==> src/rtl/axis_pkt_fifo.sv <==
// rtl/axis_pkt_fifo.sv - single-clock AXI4-Stream FIFO with occupancy flags and optional store-and-forward
module axis_pkt_fifo #(
  parameter int DATA_WIDTH  = 32,
  parameter int DEPTH       = 16,
  parameter int PACKET_MODE = 0,
  parameter int AF_THRESH   = DEPTH - 2,
  parameter int AE_THRESH   = 2
) (
  input  logic                        axis_clk,
  input  logic                        axis_rst,
  input  logic                        s_axis_tvalid,
  output logic                        s_axis_tready,
  input  logic [DATA_WIDTH-1:0]       s_axis_tdata,
  input  logic [DATA_WIDTH/8-1:0]     s_axis_tkeep,
  input  logic                        s_axis_tlast,
  output logic                        m_axis_tvalid,
  input  logic                        m_axis_tready,
  output logic [DATA_WIDTH-1:0]       m_axis_tdata,
  output logic [DATA_WIDTH/8-1:0]     m_axis_tkeep,
  output logic                        m_axis_tlast,
  output logic [$clog2(DEPTH):0]      fill_level,
  output logic [$clog2(DEPTH):0]      pkt_count,
  output logic                        almost_full,
  output logic                        almost_empty
);

  localparam int AW = $clog2(DEPTH);
  localparam int KW = DATA_WIDTH / 8;
  localparam logic [AW:0] AF_LVL = (AW + 1)'(AF_THRESH);
  localparam logic [AW:0] AE_LVL = (AW + 1)'(AE_THRESH);

  logic [DATA_WIDTH-1:0] r_mem_data [DEPTH];
  logic [KW-1:0]         r_mem_keep [DEPTH];
  logic                  r_mem_last [DEPTH];

  logic [AW:0] r_wr_ptr;
  logic [AW:0] r_rd_ptr;
  logic [AW:0] r_fill;
  logic [AW:0] r_pkt;
  logic        r_ovr;

  logic w_full;
  logic w_empty;
  logic w_wr;
  logic w_rd;
  logic w_wr_last;
  logic w_rd_last;
  logic w_ovr_set;

  // Pointers differ only in the wrap bit when full, and match exactly when empty.
  assign w_full  = (r_wr_ptr[AW] != r_rd_ptr[AW]) && (r_wr_ptr[AW-1:0] == r_rd_ptr[AW-1:0]);
  assign w_empty = (r_wr_ptr == r_rd_ptr);

  assign s_axis_tready = !w_full;
  // In packet mode the head is only offered once a whole packet is stored, or when
  // an oversize packet has filled the buffer and must be streamed out to avoid deadlock.
  assign m_axis_tvalid = !w_empty && ((PACKET_MODE == 0) || (r_pkt != '0) || r_ovr);

  assign w_wr      = s_axis_tvalid && s_axis_tready;
  assign w_rd      = m_axis_tvalid && m_axis_tready;
  assign w_wr_last = w_wr && s_axis_tlast;
  assign w_rd_last = w_rd && m_axis_tlast;
  assign w_ovr_set = (PACKET_MODE != 0) && w_full && (r_pkt == '0);

  assign m_axis_tdata = r_mem_data[r_rd_ptr[AW-1:0]];
  assign m_axis_tkeep = r_mem_keep[r_rd_ptr[AW-1:0]];
  assign m_axis_tlast = r_mem_last[r_rd_ptr[AW-1:0]];

  assign fill_level   = r_fill;
  assign pkt_count    = r_pkt;
  assign almost_full  = (r_fill >= AF_LVL);
  assign almost_empty = (r_fill <= AE_LVL);

  // Storage array is not reset; contents are only meaningful behind valid pointers.
  always_ff @(posedge axis_clk) begin
    if (w_wr) begin
      r_mem_data[r_wr_ptr[AW-1:0]] <= s_axis_tdata;
      r_mem_keep[r_wr_ptr[AW-1:0]] <= s_axis_tkeep;
      r_mem_last[r_wr_ptr[AW-1:0]] <= s_axis_tlast;
    end
  end

  // Pointer advance on handshakes; pointers wrap naturally through the extra MSB.
  always_ff @(posedge axis_clk or posedge axis_rst) begin
    if (axis_rst) begin
      r_wr_ptr <= '0;
      r_rd_ptr <= '0;
    end else begin
      if (w_wr) r_wr_ptr <= r_wr_ptr + 1'b1;
      if (w_rd) r_rd_ptr <= r_rd_ptr + 1'b1;
    end
  end

  // Word and packet occupancy counters; simultaneous in/out leaves them unchanged.
  always_ff @(posedge axis_clk or posedge axis_rst) begin
    if (axis_rst) begin
      r_fill <= '0;
      r_pkt  <= '0;
    end else begin
      case ({w_wr, w_rd})
        2'b10:   r_fill <= r_fill + 1'b1;
        2'b01:   r_fill <= r_fill - 1'b1;
        default: r_fill <= r_fill;
      endcase
      case ({w_wr_last, w_rd_last})
        2'b10:   r_pkt <= r_pkt + 1'b1;
        2'b01:   r_pkt <= r_pkt - 1'b1;
        default: r_pkt <= r_pkt;
      endcase
    end
  end

  // Oversize override: latched when the buffer fills without a complete packet,
  // released once the tail of that packet leaves.
  always_ff @(posedge axis_clk or posedge axis_rst) begin
    if (axis_rst) begin
      r_ovr <= 1'b0;
    end else if (w_rd_last) begin
      r_ovr <= 1'b0;
    end else if (w_ovr_set) begin
      r_ovr <= 1'b1;
    end
  end

endmodule

==> config.mk <==
export PLATFORM = sky130hd
export DESIGN_NAME = axis_pkt_fifo
export DESIGN_NICKNAME = d
export VERILOG_FILES = /design/src/rtl/axis_pkt_fifo.sv
export SDC_FILE = /design/constraint.sdc
export NUM_CORES = 1
export LEC_CHECK = 0
export ABC_CLOCK_PERIOD_IN_PS = 5500
export CAP_MARGIN = 20
export CORE_MARGIN = 3
export CORE_UTILIZATION = 63
export CTS_BUF_LIST = sky130_fd_sc_hd__clkbuf_4
export DETAILED_ROUTE_END_ITERATION = 7
export GPL_ROUTABILITY_DRIVEN = 0
export PLACE_DENSITY = 0.82
export SLEW_MARGIN = 5
export SYNTH_ARGS = -nofsm -noshare
export SYNTH_HDL_FRONTEND = slang
export SYNTH_SLANG_ARGS = --single-unit
==> constraint.sdc <==
create_clock -name axis_clk -period 5.5 [get_ports axis_clk]
set_input_delay 1.1 -clock axis_clk [delete_from_list [all_inputs] [get_ports axis_clk]]
set_output_delay 1.1 -clock axis_clk [all_outputs]
set_load 0.005 [all_outputs]
**Track usage over the die**

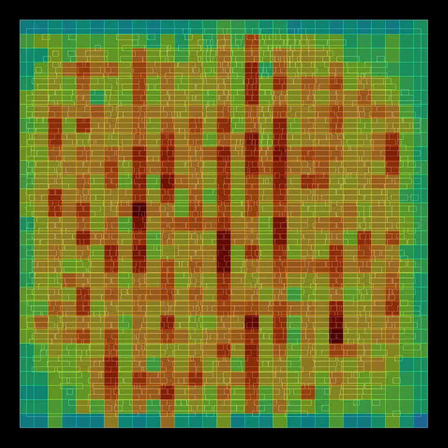
GRT Max-Usage Layer: met2
GR Layer Usage met2: 41.6%
Post-Route Utilization: 73.7%
met3 Use GR: 5.88%
gr usage total: 24.6%

**Sequential cells colored by netlist name**

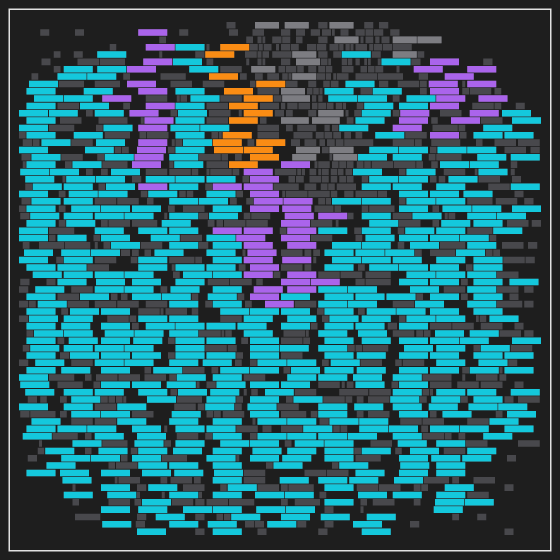
[`r_mem_last`] orange | sequential cells: 16 | where: top middle
[`r_mem_keep`] purple | sequential cells: 64
[`r_mem_data`] cyan | sequential cells: 512 | where: all over the die
not colored: 20

**Placed cells, one color a class**

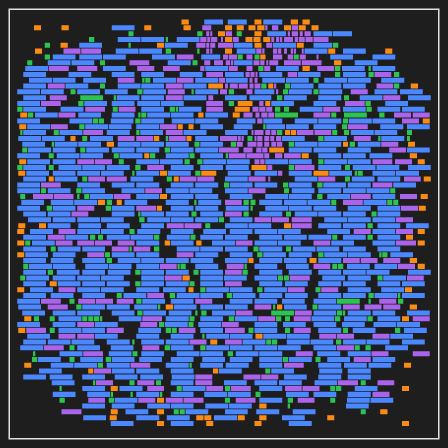
[clock drivers and dummy loads] green | cells: 258
[remaining logic cells] purple | cells: 295
[remaining buffers and delay cells] orange | cells: 122
[registers] blue | cells: 612

==> results_dict.tcl <==
# implementation run metrics
set metrics [dict create \
    wire_per_inst_um 26.9 \
    comb_share_pct 18.8 \
    r2r_start "r_rd_ptr[0]" \
    status "completed" \
    ys_area_um2 23700 \
    yosys-top-cells-area "edfxtp_1 (75%), mux4_2 (14%), mux4_1 (4.3%)" \
    synthTopCellsByCount "edfxtp_1 (592), mux4_2 (145), mux4_1 (39)" \
    nFlopsAndLatches 612 \
    chipArea_um2 40000 \
    crit_required_ns 4.40 \
    hold_violations 0 \
    lay_top_cells "edfxtp_1 (592), clkbuf_4 (208), mux4_2 (145)" \
    ir_drop_v 0.000410 \
    inverters_excl_clock 9 \
    gr-total-overflow 0 \
    via_count 11049 \
    synthCells 957 \
    clk_pin_slew_ns 0.06 \
    clock-sinks 612 \
    setup_tns_ns 0 \
    powerDensity_nw_per_um2 509 \
    warnings 30 \
    diodes 2 \
    area_delta_synth_final_pct 14.5 \
    viasPerCell 6.16 \
    min_from "pkt_count[4]" \
    yosysMostFrequentCell "edfxtp_1" \
    sh_seq_area_pct 67.3 \
    critPathLaunchType "flip-flop" \
    cts_setup_buffers 0 \
    fin_crit_sh_pct 84.9 \
    synth_cell_types 35 \
    internal_power_w 0.00999 \
    core_um2 36900 \
    syn_area_per_cell_um2 24.8 \
    wl_mm 48.2 \
    maxPowerGroup "registers" \
    worst_slew_pin_slew_ns 0.992 \
    powerClk_w 0.00366 \
    ff_type "edfxtp_1" \
    mostFrequentLayoutCell "edfxtp_1" \
    ys.flops 612 \
    ant_nets 0 \
    floorplan.nets 1013 \
    flop_area_um2 18300 \
    drc 0 \
    hold_class "flip-flop to flip-flop" \
    netlist_area_um2 23700 \
    rows 70 \
    clk_latency_ns 0.82 \
]
critical path, cell delays in order, from the launching register on:
cell	delay, ns
dfrtp_4	0.72
buf_4	0.48
mux4_1	0.64
mux4_2	0.46
clkdlybuf4s50_1	0.45
kinds of logic (layout without fill, tap and decap cells):
family,after synthesis,count (layout),share of synthesized area [%]
multiplexers,188,188,18.3
adder cells (fa/ha/maj),15,15,0.854
other,0,2,0
flip-flops,612,612,77.0
buffers and inverters,59,389,1.61
XOR/XNOR,22,22,0.812
AND-OR/OR-AND,18,18,0.464
AND/OR/NAND/NOR,43,43,1.01
through the flow:
step | total power [W] | area, µm² | worst slack [ns] | hold WS, ns | cells
global placement | 0.0102 | 25300 | 1.64 | 0.457 | 1532
detailed placement | 0.0103 | 25300 | 1.60 | 0.469 | 1533
finish | 0.0138 | 27200 | 0.832 | 0.475 | 1793
CTS | 0.0140 | 27200 | 0.723 | 0.477 | 1791
floorplan | 0.00875 | 23700 | 0.753 | 0.460 | 957
global route | 0.0145 | 27200 | 0.637 | 0.496 | 1792
per-layer routing:
metal / part of all wire [%] / wire, µm / vias up
met4: 1.9 / 906 / 2
met2: 53 / 25600 / 518
met5: 0.031 / 15 / -
li1: - / - / 4701
met1: 38 / 18200 / 5756
met3: 7.1 / 3410 / 72
sequential cells by signal, indices dropped and copies added, names as in the netlist:
register and count:
r_wr_ptr 5, pkt_count 5, r_mem_keep 64, r_rd_ptr 5, r_mem_last 16, r_mem_data 512
fill_level 5
worst paths after layout:
kind / to / slack, ns
worst min-delay path: pkt_count[4] / 0.48
worst max-delay path: m_axis_tdata[26] / 0.83
min in group asynchronous: r_wr_ptr[1] / 0.74
worst min register to register: pkt_count[4] / 0.48
worst max register to register: pkt_count[4] / 1.72
max in group asynchronous: r_rd_ptr[3] / 4.17
Power and IR drop assume default switching activity.
